$ cat src/rtl/sled_pkg.sv
// sled_pkg: shared segment codes, FSM states and counter width for the LED scanner
package sled_pkg;
  typedef enum logic [1:0] {OFF, BLANK, SHOW} state_t;
  localparam int CNT_W = 20;
  localparam logic [7:0] SEG_CODE [16] = '{
    8'hC0, 8'hF9, 8'hA4, 8'hB0, 8'h99, 8'h92, 8'h82, 8'hF8,
    8'h80, 8'h90, 8'h88, 8'h83, 8'hC6, 8'hA1, 8'h86, 8'h8E
  };
endpackage

$ cat src/rtl/seg7_dec.sv
// seg7_dec: hex nibble to active-low g..a segment pattern
module seg7_dec
  import sled_pkg::*;
(
  input  logic [3:0] hex,
  output logic [6:0] seg
);
  assign seg = SEG_CODE[hex][6:0];
endmodule

$ cat src/rtl/sled_scan_ctrl.sv
// sled_scan_ctrl: multiplexed 8-digit seven-segment scanner with dead time
module sled_scan_ctrl
  import sled_pkg::*;
#(
  parameter int CLK_DIV = 50000,
  parameter int DEAD    = 500
) (
  input  logic       clk,
  input  logic       rst_n,
  input  logic       en,
  input  logic       wr_en,
  input  logic [2:0] wr_addr,
  input  logic [3:0] wr_data,
  input  logic       wr_dp,
  input  logic [7:0] blank_mask,
  output logic [7:0] seg,
  output logic [7:0] dig,
  output logic       frame_start
);
  localparam logic [CNT_W-1:0] SHOW_LAST  = CNT_W'(CLK_DIV - 1);
  localparam logic [CNT_W-1:0] BLANK_LAST = CNT_W'(DEAD - 1);
  localparam state_t ENTRY = (DEAD == 0) ? SHOW : BLANK;
  logic [4:0] store [8];
  state_t state, state_n;
  logic [2:0] idx, idx_n;
  logic [CNT_W-1:0] cnt, cnt_n;
  logic [4:0] cur;
  logic [6:0] code;
  logic lit;
  // digit store: one {dp, nibble} entry written per strobe
  always_ff @(posedge clk or negedge rst_n) begin
    if (!rst_n) store <= '{default: '0};
    else if (wr_en) store[wr_addr] <= {wr_dp, wr_data};
  end
  // slot sequencing: BLANK for DEAD cycles, SHOW for CLK_DIV cycles, en low forces OFF
  always_comb begin
    state_n = state;
    idx_n   = idx;
    cnt_n   = cnt + 1'b1;
    if (!en) begin
      state_n = OFF;
      idx_n   = '0;
      cnt_n   = '0;
    end else begin
      case (state)
        OFF: begin
          state_n = ENTRY;
          idx_n   = '0;
          cnt_n   = '0;
        end
        BLANK: if (cnt == BLANK_LAST) begin
          state_n = SHOW;
          cnt_n   = '0;
        end
        SHOW: if (cnt == SHOW_LAST) begin
          state_n = ENTRY;
          idx_n   = idx + 1'b1;
          cnt_n   = '0;
        end
        default: begin
          state_n = OFF;
          idx_n   = '0;
          cnt_n   = '0;
        end
      endcase
    end
  end
  // outputs are computed from the next state so they line up with the state register
  assign cur = store[idx_n];
  assign lit = (state_n == SHOW) && !blank_mask[idx_n];
  seg7_dec u_dec (.hex(cur[3:0]), .seg(code));
  // state, counters and registered display outputs
  always_ff @(posedge clk or negedge rst_n) begin
    if (!rst_n) begin
      state       <= OFF;
      idx         <= '0;
      cnt         <= '0;
      dig         <= 8'hFF;
      seg         <= 8'hFF;
      frame_start <= 1'b0;
    end else begin
      state       <= state_n;
      idx         <= idx_n;
      cnt         <= cnt_n;
      dig         <= lit ? ~(8'h01 << idx_n) : 8'hFF;
      seg         <= lit ? {~cur[4], code} : 8'hFF;
      frame_start <= (state_n == SHOW) && (idx_n == 3'd0) && (cnt_n == '0);
    end
  end
endmodule

$ cat config.mk
export PLATFORM = sky130hd
export DESIGN_NAME = sled_scan_ctrl
export DESIGN_NICKNAME = d
export VERILOG_FILES = /design/src/rtl/sled_pkg.sv /design/src/rtl/seg7_dec.sv /design/src/rtl/sled_scan_ctrl.sv
export SDC_FILE = /design/constraint.sdc
export NUM_CORES = 1
export LEC_CHECK = 0
export CELL_PAD_IN_SITES_DETAIL_PLACEMENT = 0
export CELL_PAD_IN_SITES_GLOBAL_PLACEMENT = 1
export CORE_ASPECT_RATIO = 0.6
export CORE_MARGIN = 5
export CORE_UTILIZATION = 50
export CTS_CLUSTER_DIAMETER = 60
export CTS_CLUSTER_SIZE = 28
export DETAILED_ROUTE_END_ITERATION = 10
export PLACE_DENSITY_LB_ADDON = 0.1
export REMOVE_ABC_BUFFERS = 1
export SLEW_MARGIN = 20
export SYNTH_ARGS = -nofsm -noshare
export SYNTH_HDL_FRONTEND = slang
export SYNTH_SLANG_ARGS = --single-unit
$ cat constraint.sdc
create_clock -name clk -period 7.3 [get_ports clk]
set_clock_uncertainty 0.2 [all_clocks]
set_input_delay 1.46 -clock clk [delete_from_list [all_inputs] [get_ports clk]]
set_output_delay 1.46 -clock clk [all_outputs]
set_load 0.01 [all_outputs]
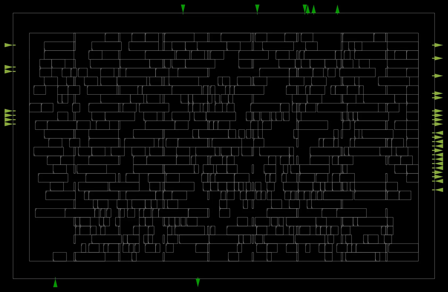
*Placement view, run 1*
number of standard cells in the final layout excluding fillers: 559
number of filler cells placed in the layout: 710
sequential fraction of total cell area: 40.57%

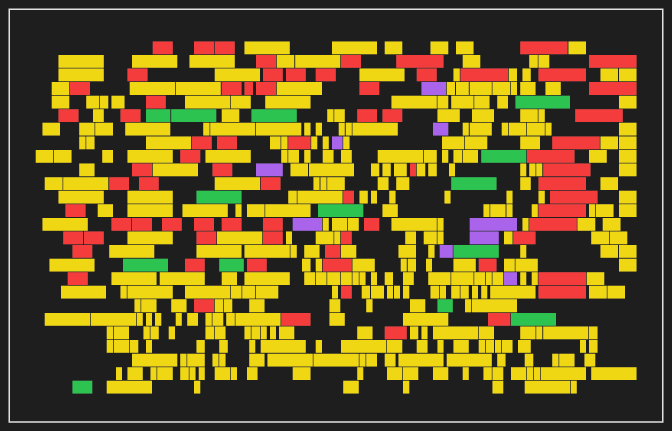
*Drive-strength map, run 1*
_2 cells: marked red, cells 73. _0 and _1 cells: marked yellow, cells 351. _6 and larger: marked green, cells 14. _3 and _4 cells: marked purple, cells 9.

==> out/qor.json, run 1 <==
{
  "route": {
    "detail_route.iter0.violations": 277,
    "vias": 3198,
    "dr.max_layer_used": "met4",
    "dr_wl_met3_um": 588
  },
  "pwr": {
    "p_per_area_nw_per_um2": 229.5,
    "max-vdd-ir-drop_mv": 0.1262,
    "seq_power_mw": 0.539,
    "power.group.top": "registers"
  },
  "finish": {
    "n_clock_buffer": 11,
    "layout.cells.most_common": "sky130_fd_sc_hd__dfrtp_1",
    "fin_util_pct": 59.92,
    "finalNetCount": 475,
    "layout-drive-gt1-share_pct": 21.48,
    "largest_reg_flops": 40
  },
  "place": {
    "place_inst": 543,
    "pre_cts_ws_ns": 2.544,
    "place.port_buffers": 36
  },
  "global_routing": {
    "vias_in_the_first_global_route": 3115,
    "grtUsageMet3_pct": 4.563,
    "grt-busiest-layer": "met1",
    "use_met2_pct": 26.86
  },
  "floorplanning": {
    "fp_util_pct": 51.20,
    "core.rowCount": 26,
    "tap_cells": 112,
    "die_h_um": 82.37
  },
  "setup_path": {
    "crit_fanout": 13,
    "startpoint": "en",
    "critPathLaunchType": "input port",
    "timing.rr.end": "seg[0]"
  },
  "cts": {
    "clock_sink_total": 82,
    "cts_setup_buffers": 0,
    "clock.latency.late_pin_ns": 0.33,
    "ctsLongestPathBuffers": 2,
    "htreeDepth": 3
  },
  "synthesis": {
    "synth_dominant_cell_count": "sky130_fd_sc_hd__dfrtp_1",
    "synth-seq-area-share_pct": 47.48,
    "post_synth_inst_count": 407,
    "synth-edff-count": 0,
    "ys_area_um2": 4364,
    "yosys.area.top_type_share_pct": 37.84,
    "post_synth_xor_area_fraction_pct": 3.612
  },
  "outcome": {
    "status": "finished, final reports clean"
  },
  "min_path": {
    "worst_hold_startpoint": "store[20]"
  }
}
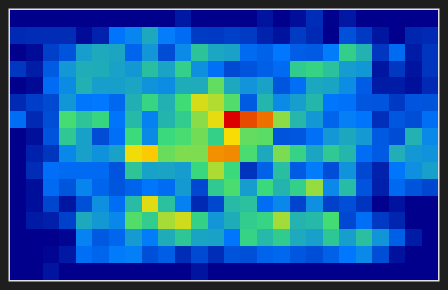
*Routed metal per tile, run 1*
26 x 16 tiles, from dark blue (low) to red (high), scaled to the fullest tile. Values are wire area over tile area, all layers added.
8.4% of the tiles are over half the peak. 17% of the tiles are nearly empty. The densest ninth of the die: center. The mean over all tiles is 0.15. The fullest tile reaches 0.63.

### Sequential cells grouped by signal name, run 1

Scale bar: 50 um. Other sequential cells in the stronger gray, the rest of the logic in the fainter gray.
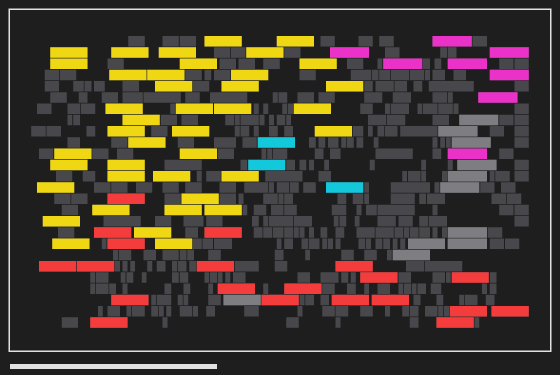

## Run 2: what changed since run 1
Settings changed: CORE_UTILIZATION 50 to 46.
Clock period 7.3 ns to 4.1 ns, I/O delays scaled along.
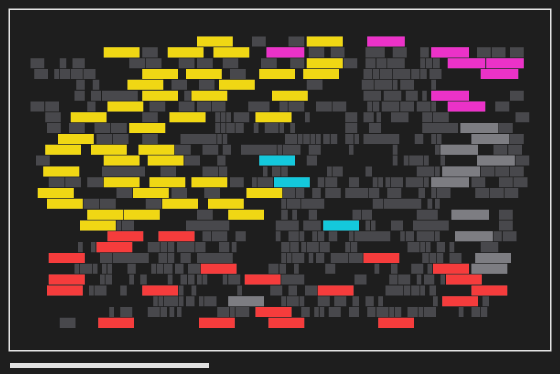
*Sequential cells grouped by signal name, run 2*
Scale bar: 50 um. Other sequential cells in the stronger gray, the rest of the logic in the fainter gray.
idx: marked cyan, placed flops 3. store: marked yellow, placed flops 40. cnt: marked red, placed flops 20. seg: marked magenta, placed flops 8, where upper right.
Another 11 sequential cells are not colored.

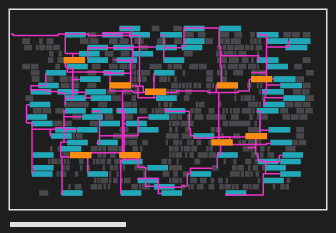
*Routed clock nets over the placement, run 2*
Scale bar: 50 um.
clock drivers: marked orange, count 9. clock wires: marked magenta, length 1120 um. flip-flops: marked cyan, count 82.
Position of the flops: spread over the die.

==> run 2 against run 1 <==
Register-to-register slack worse by 2.9 ns. Via count increased by 1.2%. Sequential cell count unchanged. Wire length rose by 6.3%. Setup slack lost 2.5 ns. Clock power grew about 90%. Critical path type is now flip-flop to flip-flop. Synthesized cell count is the same.
==> out/qor.json, run 2 <==
{
  "outcome": {
    "status": "finished, final reports clean"
  },
  "place": {
    "place.port_buffers": 36,
    "place_inst": 573,
    "pre_cts_ws_ns": 0.1542
  },
  "finish": {
    "largest_reg_flops": 40,
    "area.share.sequential_pct": 39.58,
    "finalNonFillerCells": 589,
    "fin_util_pct": 56.76,
    "fillerInstances": 809,
    "layout.cells.most_common": "sky130_fd_sc_hd__dfrtp_1",
    "n_clock_buffer": 9,
    "finalNetCount": 487,
    "layout-drive-gt1-share_pct": 23.97,
    "largest-register": "store"
  },
  "timing": {
    "post-route-period-util_pct": 91.59
  },
  "cts": {
    "clock.latency.late_pin_ns": 0.34,
    "clock_tree_from_tritoncts": "yes",
    "htreeDepth": 3,
    "cts_setup_buffers": 0,
    "clock_sink_total": 82,
    "ctsLongestPathBuffers": 2
  },
  "setup_path": {
    "cp.required_ns": 4.15,
    "timing.rr.end": "seg[3]",
    "startpoint": "state[0]",
    "crit_chain": "inv_1 > ha_2 > inv_1 > or4_1 > nor2_1 > o21ai_4 > inv_2 > o21ai_0 > a311oi_1 > o21a_2 > inv_1 > ha_1 > mux2_1 > mux2i_1 > nand2_1",
    "critPathLaunchType": "flip-flop",
    "crit_fanout": 13
  },
  "floorplanning": {
    "core.rowCount": 27,
    "tap_cells": 130,
    "die_h_um": 85.45,
    "fp_util_pct": 47.32
  },
  "synthesis": {
    "synth-seq-area-share_pct": 47.48,
    "post_synth_xor_area_fraction_pct": 3.612,
    "post_synth_inst_count": 407,
    "ys_area_um2": 4364,
    "synth-edff-count": 0,
    "yosys.area.top_type_share_pct": 37.84
  },
  "pwr": {
    "p_per_area_nw_per_um2": 412.3,
    "seq_power_mw": 0.970,
    "power.group.top": "registers"
  },
  "route": {
    "dr.max_layer_used": "met4",
    "dr_wl_met3_um": 898,
    "vias": 3236,
    "detail_route.iter0.violations": 320
  },
  "global_routing": {
    "grt-busiest-layer": "met1",
    "use_met2_pct": 23.24,
    "vias_in_the_first_global_route": 3002,
    "grtUsageMet3_pct": 5.865
  }
}
Power is estimated from default activity; no workload was simulated.
